==> src/rtl/alu_share_arbiter.sv <==
// Round-robin arbiter sharing one combinational ALU between two valid/ready requesters.
// Result lands in a single tagged response slot one cycle after accept; the slot stalls both requesters while held.
module alu_share_arbiter #(
    parameter int DATA_W = 32,
    parameter int CNT_W  = 16
) (
    input  logic              clk_i,
    input  logic              rst_i,
    input  logic              req0_valid_i,
    output logic              req0_ready_o,
    input  logic [DATA_W-1:0] req0_data1_i,
    input  logic [DATA_W-1:0] req0_data2_i,
    input  logic [3:0]        req0_ctrl_i,
    input  logic              req1_valid_i,
    output logic              req1_ready_o,
    input  logic [DATA_W-1:0] req1_data1_i,
    input  logic [DATA_W-1:0] req1_data2_i,
    input  logic [3:0]        req1_ctrl_i,
    output logic [DATA_W-1:0] alu_data1_o,
    output logic [DATA_W-1:0] alu_data2_o,
    output logic [3:0]        alu_ctrl_o,
    input  logic [DATA_W-1:0] alu_result_i,
    output logic              rsp_valid_o,
    input  logic              rsp_ready_i,
    output logic              rsp_id_o,
    output logic [DATA_W-1:0] rsp_result_o,
    output logic              rsp_err_o,
    output logic [CNT_W-1:0]  op_cnt_o
);

    logic              r_rsp_valid;
    logic              r_rsp_id;
    logic [DATA_W-1:0] r_rsp_result;
    logic              r_rsp_err;
    logic [CNT_W-1:0]  r_op_cnt;
    logic              r_last_grant;

    logic w_slot_free;
    logic w_grant0;
    logic w_grant1;
    logic w_accept;

    // A held response frees its slot in the same cycle it is consumed, so a new op can pass through without a bubble.
    assign w_slot_free = !r_rsp_valid || rsp_ready_i;

    assign w_grant0 = req0_valid_i && (!req1_valid_i || r_last_grant);
    assign w_grant1 = req1_valid_i && (!req0_valid_i || !r_last_grant);

    assign req0_ready_o = w_grant0 && w_slot_free;
    assign req1_ready_o = w_grant1 && w_slot_free;
    assign w_accept     = req0_ready_o || req1_ready_o;

    always_comb begin
        alu_data1_o = '0;
        alu_data2_o = '0;
        alu_ctrl_o  = 4'b0010;
        if (w_grant0) begin
            alu_data1_o = req0_data1_i;
            alu_data2_o = req0_data2_i;
            alu_ctrl_o  = req0_ctrl_i;
        end else if (w_grant1) begin
            alu_data1_o = req1_data1_i;
            alu_data2_o = req1_data2_i;
            alu_ctrl_o  = req1_ctrl_i;
        end
    end

    always_ff @(posedge clk_i) begin
        if (rst_i) begin
            r_rsp_valid  <= 1'b0;
            r_rsp_id     <= 1'b0;
            r_rsp_result <= '0;
            r_rsp_err    <= 1'b0;
            r_op_cnt     <= '0;
            r_last_grant <= 1'b1;
        end else if (w_accept) begin
            r_rsp_valid  <= 1'b1;
            r_rsp_id     <= req1_ready_o;
            r_last_grant <= req1_ready_o;
            r_op_cnt     <= r_op_cnt + CNT_W'(1);
            // Codes with bit 3 set are unsupported: respond with an error and a zero result.
            if (alu_ctrl_o[3]) begin
                r_rsp_result <= '0;
                r_rsp_err    <= 1'b1;
            end else begin
                r_rsp_result <= alu_result_i;
                r_rsp_err    <= 1'b0;
            end
        end else if (rsp_ready_i) begin
            r_rsp_valid <= 1'b0;
        end
    end

    assign rsp_valid_o  = r_rsp_valid;
    assign rsp_id_o     = r_rsp_id;
    assign rsp_result_o = r_rsp_result;
    assign rsp_err_o    = r_rsp_err;
    assign op_cnt_o     = r_op_cnt;

endmodule

==> config.mk <==
export PLATFORM = sky130hd
export DESIGN_NAME = alu_share_arbiter
export DESIGN_NICKNAME = d
export VERILOG_FILES = /design/src/rtl/alu_share_arbiter.sv
export SDC_FILE = /design/constraint.sdc
export NUM_CORES = 1
export LEC_CHECK = 0
export CAP_MARGIN = 20
export CORE_AREA = 4 4 111 113
export CTS_CLUSTER_SIZE = 28
export DETAILED_ROUTE_END_ITERATION = 12
export DIE_AREA = 0 0 115 117
export GPL_ROUTABILITY_DRIVEN = 0
export PLACE_DENSITY = 0.7
export SYNTH_ARGS = -nofsm -noshare
export SYNTH_HDL_FRONTEND = slang
export SYNTH_SLANG_ARGS = --single-unit
==> constraint.sdc <==
create_clock -name clk_i -period 2.7 [get_ports clk_i]
set_input_delay 0.54 -clock clk_i [delete_from_list [all_inputs] [get_ports clk_i]]
set_output_delay 0.54 -clock clk_i [all_outputs]
set_load 0.01 [all_outputs]
**Run 1: local utilization**

The die is cut into 12 by 12 equal tiles; white is low, dark blue is high, 0 to 100% covered.
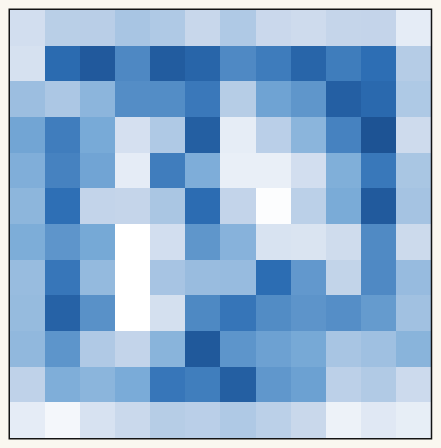
The fullest tile reaches 86%. 2.8% of the tiles are nearly empty. 11% of the tiles are over 75% full. The mean over all tiles is 44%.

**Run 1: pin map**

Scale bar: 20 µm. Pins as bars across the die edge, other pins in gray.
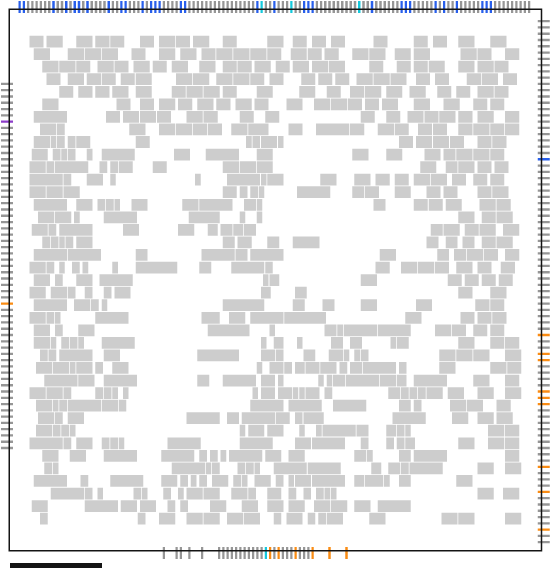
Blue marks req1_data1_i, pins 32, direction input, edge 31 top, 1 right. Orange marks op_cnt_o, pins 16, direction output, edge 9 right, 6 bottom, 1 left. Cyan marks alu_ctrl_o, pins 4, direction output, edge 3 top, 1 bottom. Purple marks rsp_ready_i, pins 1, direction input, edge left.
All pins by edge: 121 top, 84 right, 59 left, 30 bottom.
die height: 117 µm
I/O Buffers: 293
DIE WIDTH: 115 µm

==> flow_metrics.py, run 1 <==
# Auto-generated metrics
metrics = {
    "status": {
        "status": "finished, final reports clean",
    },
    "grt": {
        "busiest_layer": "met2",
        "use_met2_pct": 34.3,
        "grt_usage_pct": 20.9,
    },
    "power_and_ir_drop": {
        "p_sw_mw": 0.681,
        "power_density_mw_per_mm2": 390,
        "power_frac_comb_pct": 36.7,
        "swShare_pct": 29.0,
    },
    "min_path": {
        "min_path_cells": 2,
        "hold_end": "rsp_result_o[31]$_SDFFE_PP0P_",
    },
    "timing": {
        "setup_tns_ps": 0,
        "hold_violations": 0,
        "timing.hold.ws_ps": 456,
        "drv_slew": 0,
        "grt_setup_unrepaired": "no",
    },
    "flow_run": {
        "tool_warnings": 26,
    },
    "worst_setup_path": {
        "cp-endpoint": "alu_data1_o[22]",
        "ff2ff_setup_slack_ps": 720,
        "startpoint": "req1_valid_i",
        "critical_path_class": "in -> out",
    },
    "drt": {
        "via_per_inst": 4.96,
        "dr_wl_met2_mm": 7.39,
        "met1_length_mm": 6.11,
        "dr.max_layer_used": "met5",
        "wl_met3_mm": 1.78,
        "vias": 3844,
        "route.detailed.drc": 0,
    },
    "die": {
        "die_area_mm2": 0.0135,
        "num_rows": 39,
        "fp-utilization_pct": 24.0,
    },
    "synthesis": {
        "top_cells_by_area": "dfxtp_1, a22o_1, a21oi_1",
        "yosys.area.top_type": "dfxtp_1",
        "ys_seq_share_pct": 38.3,
        "synthCells": 337,
        "synth.distinct_cells": 34,
    },
    "final_layout": {
        "lay_top_cells": "clkdlybuf4s50_1, dlygate4sd2_1, a22o_1",
        "layout_top_cell": "clkdlybuf4s50_1",
    },
    "cts": {
        "cts-root-buf": "clkbuf_16",
        "post_cts_buffers": 2,
        "cts_buffer_depth": 2,
        "clkTransAtPathRegs_ps": 80,
    },
    "placement": {
        "dp_hpwl_mm": 12.9,
        "place_ws_ps": -273,
    },
}
**Run 1: placement view**

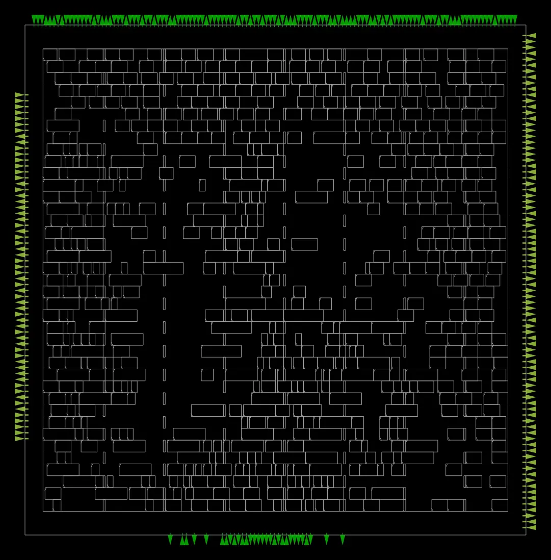
Taps Inserted: 143
Seq Cell Count: 52
Core Area: 0.0113 mm²
final core utilization: 53.4%

**Run 1: sizing map**

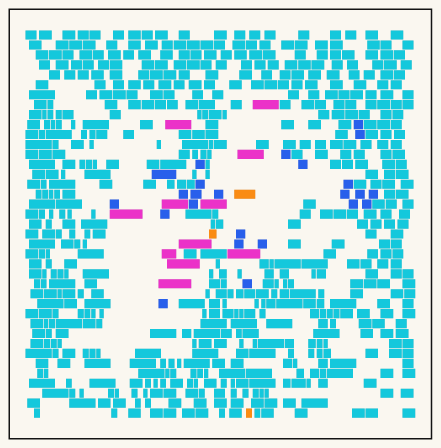
Blue marks _3 and _4 cells, cells 24, share 3.8%. Orange marks _2 cells, cells 3, share 0.48%. Magenta marks _6 and larger, cells 11, share 1.7%. Cyan marks _0 and _1 cells, cells 593, share 94%.
post-route setup slack: 89.5 ps
synthesis-to-layout area growth: 122%
Final Cell Area: 0.00604 mm²

[run 1: cells in the mapped netlist]
cell type	n
a22o_1	66
dfxtp_1	52
a21oi_1	44
nand2_1	43
nand3_1	37
clkbuf_1	26
nor2_1	13
or4_1	7
inv_1	6
o31ai_1	6
xnor2_1	5
buf_1	3
buf_2	2
nand4_1	2
nor2b_1	2
nor4_1	2
nor4b_1	2
o21ai_0	2
or3_1	2
a211o_1	1
a211oi_1	1
a21boi_1	1
a32oi_1	1
and2_1	1
and4_1	1
buf_6	1
ha_1	1
mux2_1	1
nand2b_1	1
o21ai_1	1
or2_1	1
or2b_1	1
or4b_1	1
xor2_1	1
[run 1: sequential cells by signal (all words and copies together), names as in the netlist]
name / count
rsp_result_o: 32
op_cnt_o: 16
r_last_grant: 1
rsp_err_o: 1
rsp_id_o: 1
rsp_valid_o: 1
[run 1: critical path, stage by stage]
cell and delay [ps]:
clkdlybuf4s50_1 510, a21boi_4 210, buf_12 160, buf_12 150
a22o_1 200, dlygate4sd2_1 280
[run 1: cell type report]
| type | instances | area, µm² |
|---|---|---|
| antenna | 1 | 2.50 |
| clock buffer | 5 | 125 |
| clock inverter | 3 | 26.3 |
| fill | 1055 | 5280 |
| inverter | 6 | 22.5 |
| multi-input combinational | 247 | 1550 |
| sequential | 52 | 1040 |
| tap | 143 | 179 |
| timing repair buffer | 318 | 3090 |
[run 1: cell families after synthesis]
logic type | count (synthesis) | synth area share, %
adder cells (fa/ha/maj) | 1 | 0.460
AND-OR/OR-AND | 123 | 32.7
multiplexers | 1 | 0.414
AND/OR/NAND/NOR | 116 | 20.6
XOR/XNOR | 6 | 1.93
flip-flops | 52 | 38.3
buffers and inverters | 38 | 5.61
## Run 2: what changed since run 1
- SLEW_MARGIN: default -> 20
==> flow_metrics.py, run 2 <==
# Auto-generated metrics
metrics = {
    "timing": {
        "hold_violations": 0,
        "grt_setup_unrepaired": "no",
        "setup_slack_ps": 89.5,
        "timing.hold.ws_ps": 456,
    },
    "min_path": {
        "min_path_cells": 2,
    },
    "worst_setup_path": {
        "worstPathCellList": "clkdlybuf4s50_1 > a21boi_4 > buf_12 > buf_12 > a22o_1 > dlygate4sd2_1",
        "critPathMaxStageDelay_ps": 510,
        "slowest_stage": "clkdlybuf4s50_1",
    },
    "cts": {
        "clkTransAtPathRegs_ps": 80,
        "cts_buffer_depth": 2,
    },
    "synthesis": {
        "flop_cell": "dfxtp_1",
        "top_cells_by_count": "a22o_1, dfxtp_1, a21oi_1",
        "synth-edff-count": 0,
        "async_reset_ff_share_pct": 0,
        "yosys.area.top_type": "dfxtp_1",
    },
    "grt": {
        "grt_usage_pct": 20.9,
    },
    "die": {
        "fp.coreArea_mm2": 0.0113,
        "num_rows": 39,
    },
    "status": {
        "status": "finished, final reports clean",
    },
    "flow_run": {
        "tool_warnings": 26,
    },
    "drt": {
        "route.detailed.drc": 0,
    },
    "power_and_ir_drop": {
        "p_sw_mw": 0.681,
    },
    "placement": {
        "place_ws_ps": -273,
    },
    "final_layout": {
        "utilization_pct": 53.4,
    },
}
==> run 2: repair_timing <==
| item | CTS | global route |
|---|---|---|
| gates resized | 70 | 1 |
| gates cloned | 0 | 0 |
| buffers inserted | 2 | 0 |
| setup endpoints to repair | 68 | 1 |
==> run 2: how the worst max path moves through the flow <==
stage / start / to / slack [ps] / cells after the start
final: req1_valid_i / alu_data1_o[22] / 90 / 6
after global routing: req1_valid_i / alu_data1_o[22] / 10 / 6
after CTS: req1_valid_i / alu_ctrl_o[1] / 20 / 7
after detailed placement: req0_valid_i / alu_data1_o[14] / -270 / 5
after global placement: req0_valid_i / alu_data1_o[14] / -290 / 5
after floorplan: req0_valid_i / alu_data1_o[13] / 370 / 5
==> run 2: kinds of logic (layout without fill, tap and decap cells) <==
logic type | Yosys count | count (layout) | share of synthesized area, %
XOR/XNOR | 6 | 6 | 1.93
adder cells (fa/ha/maj) | 1 | 1 | 0.460
flip-flops | 52 | 52 | 38.3
buffers and inverters | 38 | 332 | 5.61
AND/OR/NAND/NOR | 116 | 116 | 20.6
AND-OR/OR-AND | 123 | 123 | 32.7
multiplexers | 1 | 1 | 0.414
other | 0 | 1 | 0
==> run 2: tightest hold or removal path: stages, from the launching register on <==
cell and delay [ps]:
dfxtp_1 310, nand2_1 50, a21oi_1 50
==> run 2: area by class of cell <==
cell class / count / area, µm²
fill: 1055 / 5280
timing repair buffer: 318 / 3090
multi-input combinational: 247 / 1550
sequential: 52 / 1040
tap: 143 / 179
clock buffer: 5 / 125
clock inverter: 3 / 26.3
inverter: 6 / 22.5
antenna: 1 / 2.50
==> run 2: routing by layer <==
metal	GRT usage (%)	vias to the layer above	part of all wire, %
met5	0	-	0.30
met4	4.38	6	1.8
met3	9.00	22	11
met2	34.3	201	47
met1	25.6	1773	39
li1	-	1842	-
**Run 2: close-up of the layout**

Window x 76 to 96, y 78 to 98 µm. Cells in gray, sequential cells in the stronger gray; small squares are vias.
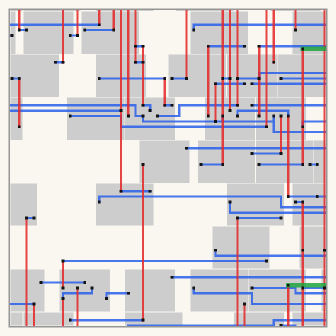
Blue marks metal 1. Green marks metal 3. Red marks metal 2.
Most frequent: clkdlybuf4s50_1 (14), a22o_1 (5), dlygate4sd2_1 (5). 26 logic cells have their middle in the window. Sequential cells in the window: 0.

**Run 2: local utilization**

The die is cut into 12 by 12 equal tiles; white is low, dark blue is high, 0 to 100% covered.
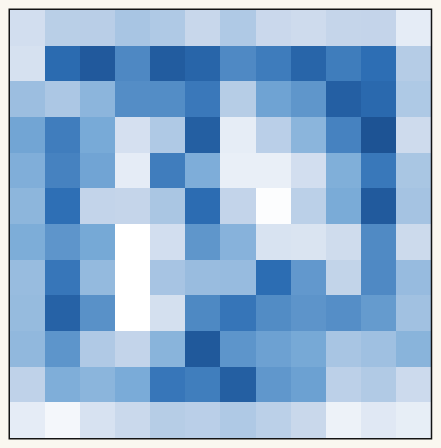
11% of the tiles are over 75% full. 2.8% of the tiles are nearly empty. The mean over all tiles is 44%. The fullest tile reaches 86%.
Pre-Place Util: 24.0%

## Run 3: what changed since run 2
- SKIP_CTS_REPAIR_TIMING: default -> 1
==> flow_metrics.py, run 3 <==
# Auto-generated metrics
metrics = {
    "worst_setup_path": {
        "critical_path_class": "in -> out",
        "critPathMaxStageDelay_ps": 540,
        "critPathCaptureType": "primary output",
        "path_delay_family": "buffers and inverters",
        "ff2ff_setup_slack_ps": 730,
        "worstPathCellList": "dlymetal6s2s_1 > a21boi_4 > buf_12 > buf_12 > a22o_1 > clkdlybuf4s50_1",
        "critical_path_required_ps": 2160,
        "slowest_stage": "clkdlybuf4s50_1",
    },
    "cts": {
        "clkTransAtPathRegs_ps": 80,
        "cts_buffer_depth": 2,
    },
    "synthesis": {
        "async_reset_ff_share_pct": 0,
        "flop_cell": "dfxtp_1",
        "yosys.area_share.aoi_pct": 32.7,
        "ys_chip_area_mm2": 0.00272,
        "synth-xor-area-share_pct": 1.93,
        "ys_sh_simple_pct": 20.6,
        "mux_area_share_pct": 0.414,
        "synth-edff-count": 0,
        "synth_warnings": 0,
        "adder_share_pct": 0.460,
        "top_cells_by_count": "a22o_1, dfxtp_1, a21oi_1",
        "yosys.area.top_type": "dfxtp_1",
        "topCombFamilyByArea": "AND-OR/OR-AND gates",
    },
    "drt": {
        "met1_length_mm": 6.20,
        "dr.max_layer_used": "met5",
        "route.detailed.drc": 0,
        "dr_wl_met2_mm": 7.55,
        "wl_met3_mm": 1.78,
    },
    "die": {
        "fp.coreArea_mm2": 0.0113,
        "io_pins": 294,
        "fp-utilization_pct": 24.0,
        "num_rows": 39,
    },
    "flow_run": {
        "tool_warnings": 26,
    },
    "status": {
        "status": "finished, final reports clean",
    },
    "grt": {
        "grt_usage_pct": 20.8,
        "busiest_layer": "met2",
        "use_met2_pct": 34.0,
        "grt_util_met1_pct": 25.8,
        "use_met3_pct": 8.69,
    },
    "timing": {
        "grt_setup_unrepaired": "no",
        "hold_violations": 0,
        "period_used_pct": 92.7,
    },
    "power_and_ir_drop": {
        "p_sw_mw": 0.688,
        "peakVddDrop_uv": 288,
    },
}
-- run 3: metrics by stage --
step | std cells | worst slack (ps) | total power, mW | hold slack [ps] | instance area (µm²)
finish | 777 | 197 | 2.42 | 456 | 6260
global route | 777 | 141 | 2.53 | 472 | 6260
CTS | 772 | -293 | 2.44 | 458 | 6110
detailed placement | 764 | -273 | 1.78 | 448 | 5960
global placement | 764 | -290 | 1.77 | 442 | 5960
floorplan | 337 | 368 | 1.15 | 450 | 2720
-- run 3: worst reg2reg max path: stages, from the launching register on --
cell	delay [ps]
dfxtp_1	320
nor2b_1	180
buf_4	180
or4b_1	590
or4_1	490
a21oi_1	150
-- run 3: worst paths after layout --
check	from	to	depth (start not counted)
worst max-delay path	req0_valid_i	alu_data1_o[6]	6
worst max register to register	rsp_valid_o$_SDFFE_PP0P_	op_cnt_o[12]$_SDFFE_PP0P_	5
worst min-delay path	rsp_result_o[31]$_SDFFE_PP0P_	rsp_result_o[31]$_SDFFE_PP0P_	2
worst min register to register	rsp_result_o[31]$_SDFFE_PP0P_	rsp_result_o[31]$_SDFFE_PP0P_	2
-- run 3: area by class of cell --
type | count | area [µm²]
fillers | 1007 | 5060
repair buffers | 320 | 3310
multi-input cells | 247 | 1550
flip-flops and latches | 52 | 1040
well taps | 143 | 179
clock buffers | 5 | 125
clock inverters | 3 | 26.3
inverters | 6 | 22.5
diodes | 1 | 2.50
-- run 3: power by group through the flow --
stage / Clock (mW) / Sequential [mW] / Combinational [mW]
finish: 0.660 / 0.832 / 0.927
global route: 0.708 / 0.837 / 0.988
CTS: 0.676 / 0.832 / 0.936
detailed placement: 0 / 0.850 / 0.931
global placement: 0 / 0.848 / 0.920
floorplan: 0 / 0.864 / 0.287
**Run 3: pin map**

Scale bar: 20 µm. Pins as bars across the die edge, other pins in gray.
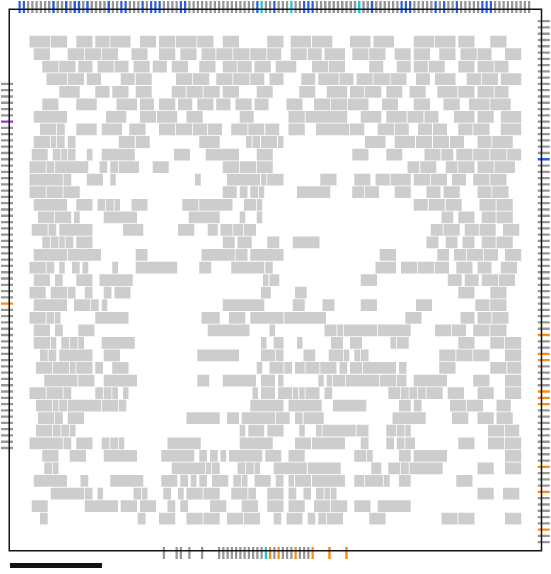

**Run 3: local utilization**

The die is cut into 12 by 12 equal tiles; white is low, dark blue is high, 0 to 100% covered.
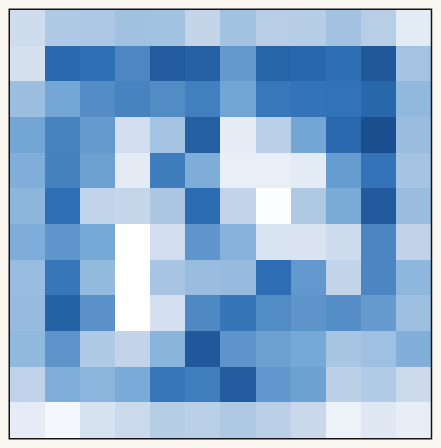
final core utilization: 55.3%

Power figures rest on the tool's default switching activity, not on a simulated workload.
